[src/rtl/uart_rx.sv]
// uart_rx: 8N1 serial byte receiver with a single-entry valid/ready holding register.
//
// Parameters:
//   CLK_FREQ  clk frequency in Hz
//   BAUD      line rate; DIV = CLK_FREQ/BAUD clocks per bit, HALF = DIV/2
//
// Ports:
//   clk        system clock, rising edge
//   rst        asynchronous active-high reset
//   rx         serial line, asynchronous to clk, idle high
//   data       received byte, stable while valid is high
//   valid      holding register full
//   ready      consumer takes the held byte when valid & ready
//   frame_err  one-cycle pulse: stop bit sampled low
//   overrun    one-cycle pulse: good byte dropped because the holding register was full
//   busy       high whenever the receiver is not idle
module uart_rx #(
    parameter int unsigned CLK_FREQ = 50000000,
    parameter int unsigned BAUD     = 115200
) (
    input  logic       clk,
    input  logic       rst,
    input  logic       rx,
    output logic [7:0] data,
    output logic       valid,
    input  logic       ready,
    output logic       frame_err,
    output logic       overrun,
    output logic       busy
);

    localparam int unsigned DIV  = CLK_FREQ / BAUD;
    localparam int unsigned HALF = DIV / 2;
    localparam int unsigned CW   = (DIV > 1) ? $clog2(DIV) : 1;

    localparam logic [CW-1:0] DivLast  = CW'(DIV - 1);
    localparam logic [CW-1:0] HalfLast = CW'(HALF - 1);

    typedef enum logic [2:0] {
        StIdle,
        StStart,
        StData,
        StStop,
        StBreak
    } state_e;

    state_e        state_q;
    logic          rx_meta_q;
    logic          rx_s;
    logic [CW-1:0] cnt_q;
    logic [2:0]    bit_idx_q;
    logic [7:0]    shift_q;
    logic          accept;

    assign accept = valid & ready;

    // Two-flop synchronizer; both flops reset to the idle line level.
    always_ff @(posedge clk or posedge rst) begin
        if (rst) begin
            rx_meta_q <= 1'b1;
            rx_s      <= 1'b1;
        end else begin
            rx_meta_q <= rx;
            rx_s      <= rx_meta_q;
        end
    end

    always_ff @(posedge clk or posedge rst) begin
        if (rst) begin
            state_q   <= StIdle;
            cnt_q     <= '0;
            bit_idx_q <= '0;
            shift_q   <= '0;
            data      <= '0;
            valid     <= 1'b0;
            frame_err <= 1'b0;
            overrun   <= 1'b0;
            busy      <= 1'b0;
        end else begin
            frame_err <= 1'b0;
            overrun   <= 1'b0;

            // Acceptance empties the register; a load in the stop state below overrides this.
            if (accept) begin
                valid <= 1'b0;
            end

            unique case (state_q)
                StIdle: begin
                    if (!rx_s) begin
                        state_q <= StStart;
                        cnt_q   <= '0;
                        busy    <= 1'b1;
                    end
                end

                StStart: begin
                    if (cnt_q == HalfLast) begin
                        cnt_q <= '0;
                        if (rx_s) begin
                            // Start bit gone at mid-bit: treat as a glitch, no flags.
                            state_q <= StIdle;
                            busy    <= 1'b0;
                        end else begin
                            state_q   <= StData;
                            bit_idx_q <= '0;
                        end
                    end else begin
                        cnt_q <= cnt_q + CW'(1);
                    end
                end

                StData: begin
                    if (cnt_q == DivLast) begin
                        cnt_q     <= '0;
                        shift_q   <= {rx_s, shift_q[7:1]};
                        bit_idx_q <= bit_idx_q + 3'd1;
                        if (bit_idx_q == 3'd7) begin
                            state_q <= StStop;
                        end
                    end else begin
                        cnt_q <= cnt_q + CW'(1);
                    end
                end

                StStop: begin
                    if (cnt_q == DivLast) begin
                        cnt_q <= '0;
                        if (rx_s) begin
                            state_q <= StIdle;
                            busy    <= 1'b0;
                            if (!valid || accept) begin
                                data  <= shift_q;
                                valid <= 1'b1;
                            end else begin
                                overrun <= 1'b1;
                            end
                        end else begin
                            state_q   <= StBreak;
                            frame_err <= 1'b1;
                        end
                    end else begin
                        cnt_q <= cnt_q + CW'(1);
                    end
                end

                StBreak: begin
                    // Parked until the line returns high, so a held-low line flags only once.
                    if (rx_s) begin
                        state_q <= StIdle;
                        busy    <= 1'b0;
                    end
                end

                default: begin
                    state_q <= StIdle;
                    busy    <= 1'b0;
                end
            endcase
        end
    end

endmodule

[config.mk]
export PLATFORM = sky130hd
export DESIGN_NAME = uart_rx
export DESIGN_NICKNAME = d
export VERILOG_FILES = /design/src/rtl/uart_rx.sv
export SDC_FILE = /design/constraint.sdc
export NUM_CORES = 1
export LEC_CHECK = 0
export CORE_AREA = 2 2 70 72
export DETAILED_ROUTE_END_ITERATION = 8
export DIE_AREA = 0 0 72 74
export GPL_TIMING_DRIVEN = 0
export HOLD_SLACK_MARGIN = 0.05
export PLACE_DENSITY_LB_ADDON = 0.05
export SLEW_MARGIN = 20
export SYNTH_ARGS = -nofsm -noshare
export SYNTH_HDL_FRONTEND = slang
export SYNTH_SLANG_ARGS = --single-unit
export TNS_END_PERCENT = 1
[constraint.sdc]
create_clock -name clk -period 3.82 [get_ports clk]
set_clock_uncertainty 0.2 [all_clocks]
set_input_delay 0.764 -clock clk [delete_from_list [all_inputs] [get_ports clk]]
set_output_delay 0.764 -clock clk [all_outputs]
set_load 0.1 [all_outputs]
### Signal wires by layer, run 1

Drawn at 4 px/um.
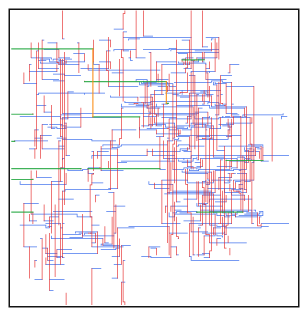
colour	layer	wire length
green	M3	131 um
orange	M4	22.4 um
red	M2	1650 um
blue	M1	1610 um

### Sequential cells coloured by netlist name, run 1

Drawn at 4 px/um. Other sequential cells in the stronger grey, the rest of the logic in the fainter grey.
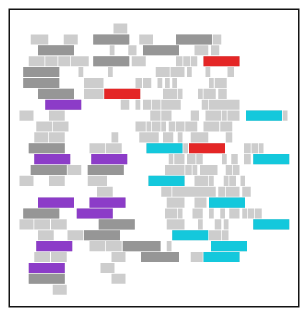
colour	netlist name	sequential cells
red	state_q	3
cyan	cnt_q	9
purple	shift_q	8

### M3 wires, run 1

Drawn at 4 px/um.
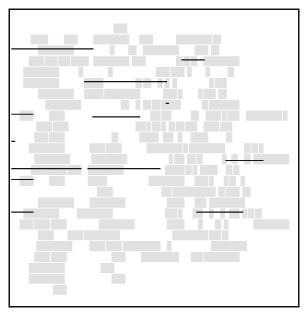
longest straight run	20.5 um
share of all routed wire	3.8%

### Routing congestion map, run 1

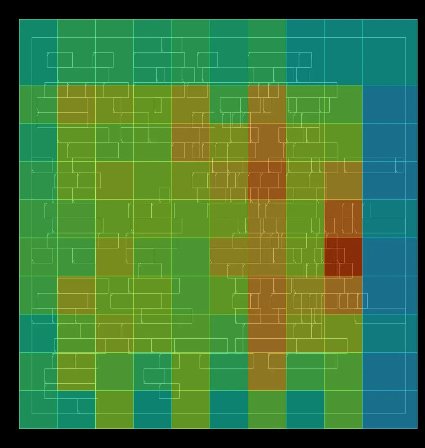
wire per inst: 14.9 um
GR Util met2: 23.9%

==> impl_metrics.py, run 1 <==
# Auto-generated metrics
metrics = {
    "status": {
        "run_status": "complete, no violations",
    },
    "synth": {
        "common_cells": "35 x dfrtp_1, 17 x mux2_2, 11 x nor2_1",
        "edf_count": 0,
        "syn_nets": 162,
        "post-synth-top-area-cell": "dfrtp_1",
        "yosysSeqAreaShare_pct": 53.2,
    },
    "worst_setup_path": {
        "cp_num_buf_inv": 1,
        "crit_family": "buffers and inverters",
        "regToRegStartpoint": "cnt_q[1]$_DFFE_PP0P_",
        "r2r_slack_ps": 1210,
        "endpoint_kind": "output pin",
    },
    "cts": {
        "clockBufferDepth": 2,
        "htreeDepth": 2,
        "cts_tree": "yes",
        "postCtsHoldBufs": 0,
    },
    "routing": {
        "drt-total-wl_mm": 3.42,
        "drtAntennaViolNets": 0,
        "dr_total_vias": 1237,
    },
    "placed_design": {
        "gp_congestion": 0.803,
    },
    "final_timing": {
        "tns_ps": 0,
        "finalCritPeriodShare_pct": 71.7,
        "max_slew_margin_pct": 34.9,
        "finalHoldViolCount": 0,
        "hold_slack_ps": 150,
    },
    "die": {
        "fp.coreArea_sq_um": 4600,
    },
    "final_layout": {
        "layout_top_cells": "35 x dfrtp_1, 17 x mux2_2, 15 x clkdlybuf4s50_1, 11 x nor2_1, 10 x nand2_1",
        "seq_share_pct": 44.6,
        "layout.nets": 184,
        "final-seq-area_sq_um": 928,
        "final_layout_size_suffix_gt1_share_pct": 19.3,
        "stdcell_count": 230,
        "clock_area_share_pct": 5.77,
    },
    "pwr": {
        "peakVddDrop_mv": 0.220,
        "power.total_uw": 761,
        "intPower_uw": 609,
    },
    "global_routing": {
        "grt_first_pass_wirelength_mm": 5.98,
    },
    "worst_hold_path": {
        "hold_start": "rx_meta_q$_DFF_PP1_",
    },
}
[run 1: power by group through the flow]
stage / combinational [uW] / sequential [uW] / clock (uW)
after floorplan: 7.98 / 401 / 0
after global placement: 13.9 / 401 / 0
after detailed placement: 14.4 / 401 / 0
after CTS: 14.5 / 393 / 365
after global routing: 15.7 / 394 / 384
final: 13.7 / 394 / 354
[run 1: cell families after synthesis]
kind of cell | after synthesis | share of synthesized area, %
simple gates | 51 | 16.0
flops | 37 | 53.2
compound gates | 28 | 12.1
mux | 19 | 12.1
buf+inv | 13 | 2.94
fa+ha+maj | 5 | 3.59
[run 1: layer usage]
layer / GRT usage, % / vias to the layer above / part of all wire, %
met5: 0 / - / 0
met4: 4.40 / 0 / 0.64
met2: 23.9 / 17 / 48
li1: - / 593 / -
met1: 19.4 / 623 / 47
met3: 4.34 / 4 / 3.8
[run 1: registers in the layout (all words and copies together) (netlist names), 3 cells and up]
| register | count |
|---|---|
| shift_q | 8 |
| cnt_q | 9 |
| bit_idx_q | 3 |
| data | 8 |
| state_q | 3 |
[run 1: worst max-delay path by stage]
stage / from / to / depth (start not counted)
finish: busy$_DFFE_PP0P_ / busy / 1
detailed placement: cnt_q[1]$_DFFE_PP0P_ / shift_q[2]$_DFFE_PP0P_ / 7
floorplan: cnt_q[1]$_DFFE_PP0P_ / shift_q[0]$_DFFE_PP0P_ / 7
global placement: rst / cnt_q[7]$_DFFE_PP0P_ / 2
CTS: data[7]$_DFFE_PP0P_ / data[7] / 1
global route: cnt_q[1]$_DFFE_PP0P_ / shift_q[1]$_DFFE_PP0P_ / 7
### Routed clock nets over the placement, run 1

Drawn at 4 px/um.
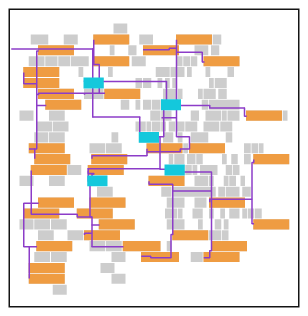

## Run 2: what changed since run 1
- clock period: 3.82 -> 2.8 ns (I/O delays scaled with it)
### Routed clock nets over the placement, run 2

Drawn at 4 px/um.
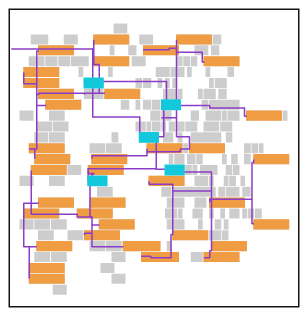
[cyan] clock-net drivers | count: 5
[orange] flip-flops | count: 37
[purple] clock wires | length: 482 um
flops lie	spread over the die
routed clock nets	6

==> impl_metrics.py, run 2 <==
# Auto-generated metrics
metrics = {
    "worst_setup_path": {
        "cp_num_buf_inv": 2,
        "crit_start": "cnt_q[1]$_DFFE_PP0P_",
        "required_ps": 2770,
        "worst-path-stages": 7,
        "crit_family": "simple AND/OR/NAND/NOR gates",
        "cp.arrival_ps": 2520,
        "endpoint_kind": "register",
        "r2r_slack_ps": 240,
        "regToRegStartpoint": "cnt_q[1]$_DFFE_PP0P_",
    },
    "synth": {
        "ys_sh_xor_pct": 0,
        "ys_sh_simple_pct": 16.0,
        "synthAoiAreaFrac_pct": 12.1,
        "synthCells": 153,
        "yosysSeqAreaShare_pct": 53.2,
        "synth.logic.top_family": "simple AND/OR/NAND/NOR gates",
        "synth_adder_area_share_pct": 3.59,
        "post-synth-top-area-cell": "dfrtp_1",
        "common_cells": "35 x dfrtp_1, 17 x mux2_2, 11 x nor2_1",
        "syn_nets": 162,
        "mux_share_pct": 12.1,
        "yosys.area.top_type_share_pct": 50.2,
        "most_common_cell": "dfrtp_1",
        "edf_count": 0,
    },
    "routing": {
        "drtAntennaViolNets": 0,
        "dr_total_vias": 1239,
        "drt_iter0_drc": 55,
        "drt-total-wl_mm": 3.42,
        "wl_per_cell_um": 14.9,
    },
    "placed_design": {
        "port_buffers": 15,
        "hpwl_mm": 2.40,
        "placed_cells": 222,
        "gp_congestion": 0.803,
    },
    "global_routing": {
        "busiest_layer": "met2",
        "grt_first_pass_wirelength_mm": 5.98,
        "grt_use_met1_pct": 19.4,
        "grtUsageMet2_pct": 23.9,
        "use_met3_pct": 4.34,
        "overflow": 0,
    },
    "die": {
        "die_area_sq_um": 5330,
        "fp.coreArea_sq_um": 4600,
        "die_w_um": 72,
        "die_h_um": 74,
        "fp-row-count": 25,
        "fp-utilization_pct": 37.9,
    },
    "cts": {
        "cts_root_buffer": "clkbuf_8",
        "clockBufferDepth": 2,
        "post-cts-setup-buffer-count": 0,
        "clk_latency_ps": 280,
        "cts_tree": "yes",
        "htreeDepth": 2,
        "numCtsBuffers": 5,
    },
    "worst_hold_path": {
        "hold_start": "rx_meta_q$_DFF_PP1_",
        "hold_class": "reg -> reg",
        "min_to": "rx_s$_DFF_PP1_",
    },
    "pwr": {
        "peakVddDrop_mv": 0.301,
        "power.total_uw": 1040,
    },
    "final_timing": {
        "period_needed_ps": 2560,
        "tns_ps": 0,
        "finalMaxSlewViolations": 0,
        "finalHoldViolCount": 0,
        "hold_slack_ps": 150,
        "finalCritPeriodShare_pct": 91.4,
        "worst_pin_slew_ps": 974,
        "max_slew_margin_pct": 34.9,
    },
    "final_layout": {
        "finalInstanceArea_sq_um": 2090,
        "diodes": 0,
        "syn_to_final_growth_pct": 19.9,
        "layout_top_cells": "35 x dfrtp_1, 17 x mux2_2, 15 x clkdlybuf4s50_1, 11 x nor2_1, 10 x nand2_1",
        "final_layout_size_suffix_gt1_share_pct": 19.3,
        "largestRegisters": "cnt_q x9, data x8, shift_q x8",
        "largest_reg_flops": 9,
        "layout.nets": 184,
        "stdcell_count": 230,
        "regMostFlops": "cnt_q",
    },
    "flow_run": {
        "warnings": 28,
    },
    "status": {
        "run_status": "complete, no violations",
    },
}
## run 2: cell counts after synthesis
No cell type changed its count.
## run 2: worst max path at each step
stage	slack, ps	to
after floorplan	560	shift_q[0]$_DFFE_PP0P_
after global placement	240	shift_q[4]$_DFFE_PP0P_
after detailed placement	220	shift_q[2]$_DFFE_PP0P_
after CTS	190	shift_q[1]$_DFFE_PP0P_
after global routing	30	shift_q[1]$_DFFE_PP0P_
final	240	shift_q[1]$_DFFE_PP0P_
## run 2: layer usage
metal,share of wire (%),up-vias
met3,3.8,4
met4,0.64,0
met5,0,-
li1,-,594
met1,47,624
met2,48,17
## run 2: logic make-up after synthesis
kind of cell / Yosys count
buf+inv: 13
flops: 37
fa+ha+maj: 5
simple gates: 51
mux: 19
compound gates: 28
## run 2: worst reg2reg max path: cells and delay by family (launching register included)
family	cells	cell delay (ps)
AND/OR/NAND/NOR	3	900
flip-flops	1	440
buffers and inverters	2	400
multiplexers	1	360
adder cells (fa/ha/maj)	1	150
## run 2: report_power, final
part / leakage [uW] / switching (uW) / internal [uW]
logic: 0.000388 / 13.8 / 4.80
registers: 0.000490 / 0.341 / 537
clock network: 0.0000574 / 193 / 290
## run 2: area by class of cell
class / count / area, sq um
plain buffers: 7 / 28.8
clock buffers: 6 / 82.6
clock inverters: 2 / 37.5
fillers: 424 / 2510
inverters: 6 / 22.5
multi-input cells: 103 / 773
flip-flops and latches: 37 / 928
well taps: 54 / 67.6
repair buffers: 15 / 150
## run 2: what timing repair did
item	CTS	global route
gates resized	0	1
hold buffers	0	0
endpoints found under the setup margin	0	7
### M3 wires, run 2

Drawn at 4 px/um.
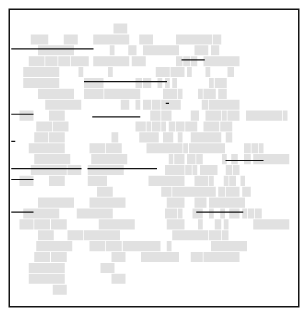

## Run 3: what changed since run 2
- PLACE_DENSITY: default -> 0.69
- PLACE_DENSITY_LB_ADDON: 0.05 -> default
### M3 wires, run 3

Drawn at 4 px/um.
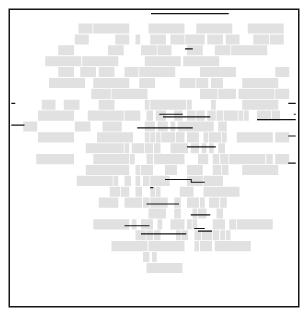
nets with wire on the layer	18
longest straight run	19.1 um
wire length on this layer	122 um
share of all routed wire	3.9%
main direction	horizontal

==> impl_metrics.py, run 3 <==
# Auto-generated metrics
metrics = {
    "synth": {
        "yosys.area.top_type_share_pct": 50.2,
        "yosysSeqAreaShare_pct": 53.2,
        "most_common_cell": "dfrtp_1",
        "syn_nets": 162,
        "edf_count": 0,
    },
    "worst_setup_path": {
        "required_ps": 2040,
        "r2r_slack_ps": 280,
        "regToRegStartpoint": "cnt_q[1]$_DFFE_PP0P_",
        "crit_family": "buffers and inverters",
        "endpoint_kind": "output pin",
    },
    "final_timing": {
        "finalMaxSlewViolations": 0,
        "period_needed_ps": 2560,
        "worst_pin_slew_ps": 977,
        "finalCritPeriodShare_pct": 91.6,
        "tns_ps": 0,
    },
    "routing": {
        "drt_iter0_drc": 129,
        "drt-total-wl_mm": 3.16,
        "dr_total_vias": 1215,
        "drtAntennaViolNets": 0,
    },
    "cts": {
        "clockBufferDepth": 2,
        "postCtsHoldBufs": 0,
        "clk_latency_ps": 300,
        "cts_root_buffer": "clkbuf_8",
        "cts_tree": "yes",
        "numCtsBuffers": 5,
    },
    "final_layout": {
        "finalInstanceArea_sq_um": 2080,
        "diodes": 0,
        "logic_area_sq_um": 764,
        "syn_to_final_growth_pct": 19.4,
        "regMostFlops": "cnt_q",
        "layout_top_cells": "35 x dfrtp_1, 17 x mux2_2, 15 x clkdlybuf4s50_1, 11 x nor2_1, 10 x nand2_1",
        "n_fill_cell": 415,
        "layout.nets": 184,
    },
    "flow_run": {
        "warnings": 28,
    },
    "die": {
        "fp-utilization_pct": 37.9,
        "die_area_sq_um": 5330,
        "fp.coreArea_sq_um": 4600,
        "fp-row-count": 25,
    },
    "global_routing": {
        "grt_first_pass_wirelength_mm": 5.31,
    },
    "status": {
        "run_status": "complete, no violations",
    },
    "pwr": {
        "power.total_uw": 1040,
    },
    "worst_hold_path": {
        "hold_start": "rx_meta_q$_DFF_PP1_",
    },
    "placed_design": {
        "hpwl_mm": 2.14,
    },
}
-- run 3: cell counts in the layout (fill, tap and decap cells not counted) --
Identical to the previous run, type by type.
-- run 3: layout make-up --
cell class / count / share of cell area [%]
multi-input combinational: 103 / 36.7
clock buffer: 6 / 3.97
sequential: 37 / 44.6
clock inverter: 2 / 1.80
buffer: 7 / 1.38
timing repair buffer: 15 / 7.21
inverter: 6 / 1.08
tap: 54 / 3.25
-- run 3: kinds of logic after synthesis --
kind of cell	share of synthesized area [%]
AOI/OAI and AO/OA	12.1
buffers and inverters	2.94
adders and majority gates	3.59
muxes	12.1
and+or+nand+nor	16.0
DFF	53.2
-- run 3: worst max path at each step --
stage                         startpoint                      to  slack, ps  cells after the start
floorplan           cnt_q[1]$_DFFE_PP0P_  shift_q[0]$_DFFE_PP0P_        560                      7
global placement    cnt_q[1]$_DFFE_PP0P_  shift_q[5]$_DFFE_PP0P_        300                      7
finish                  busy$_DFFE_PP0P_                    busy        240                      1
detailed placement  cnt_q[1]$_DFFE_PP0P_     data[4]$_DFFE_PP0P_        300                      6
CTS                     busy$_DFFE_PP0P_                    busy        240                      1
global route        cnt_q[1]$_DFFE_PP0P_  shift_q[2]$_DFFE_PP0P_         80                      7
-- run 3: metal layers --
layer | global-route usage [%] | vias up | share of wire [%]
met2 | 19.8 | 32 | 46
met4 | 8.60 | 0 | 2.4
met1 | 16.9 | 582 | 48
met5 | 0 | - | 0
li1 | - | 596 | -
met3 | 2.98 | 5 | 3.8
-- run 3: where the power goes --
group / internal, uW / total (uW) / switching (uW) / leakage, uW
clock network: 290 / 487 / 197 / 0.0000574
registers: 537 / 537 / 0.335 / 0.000490
logic: 4.79 / 18.0 / 13.2 / 0.000387
total: 831 / 1040 / 211 / 0.000935
No activity file was given, so power comes from the tool's default toggle rates.
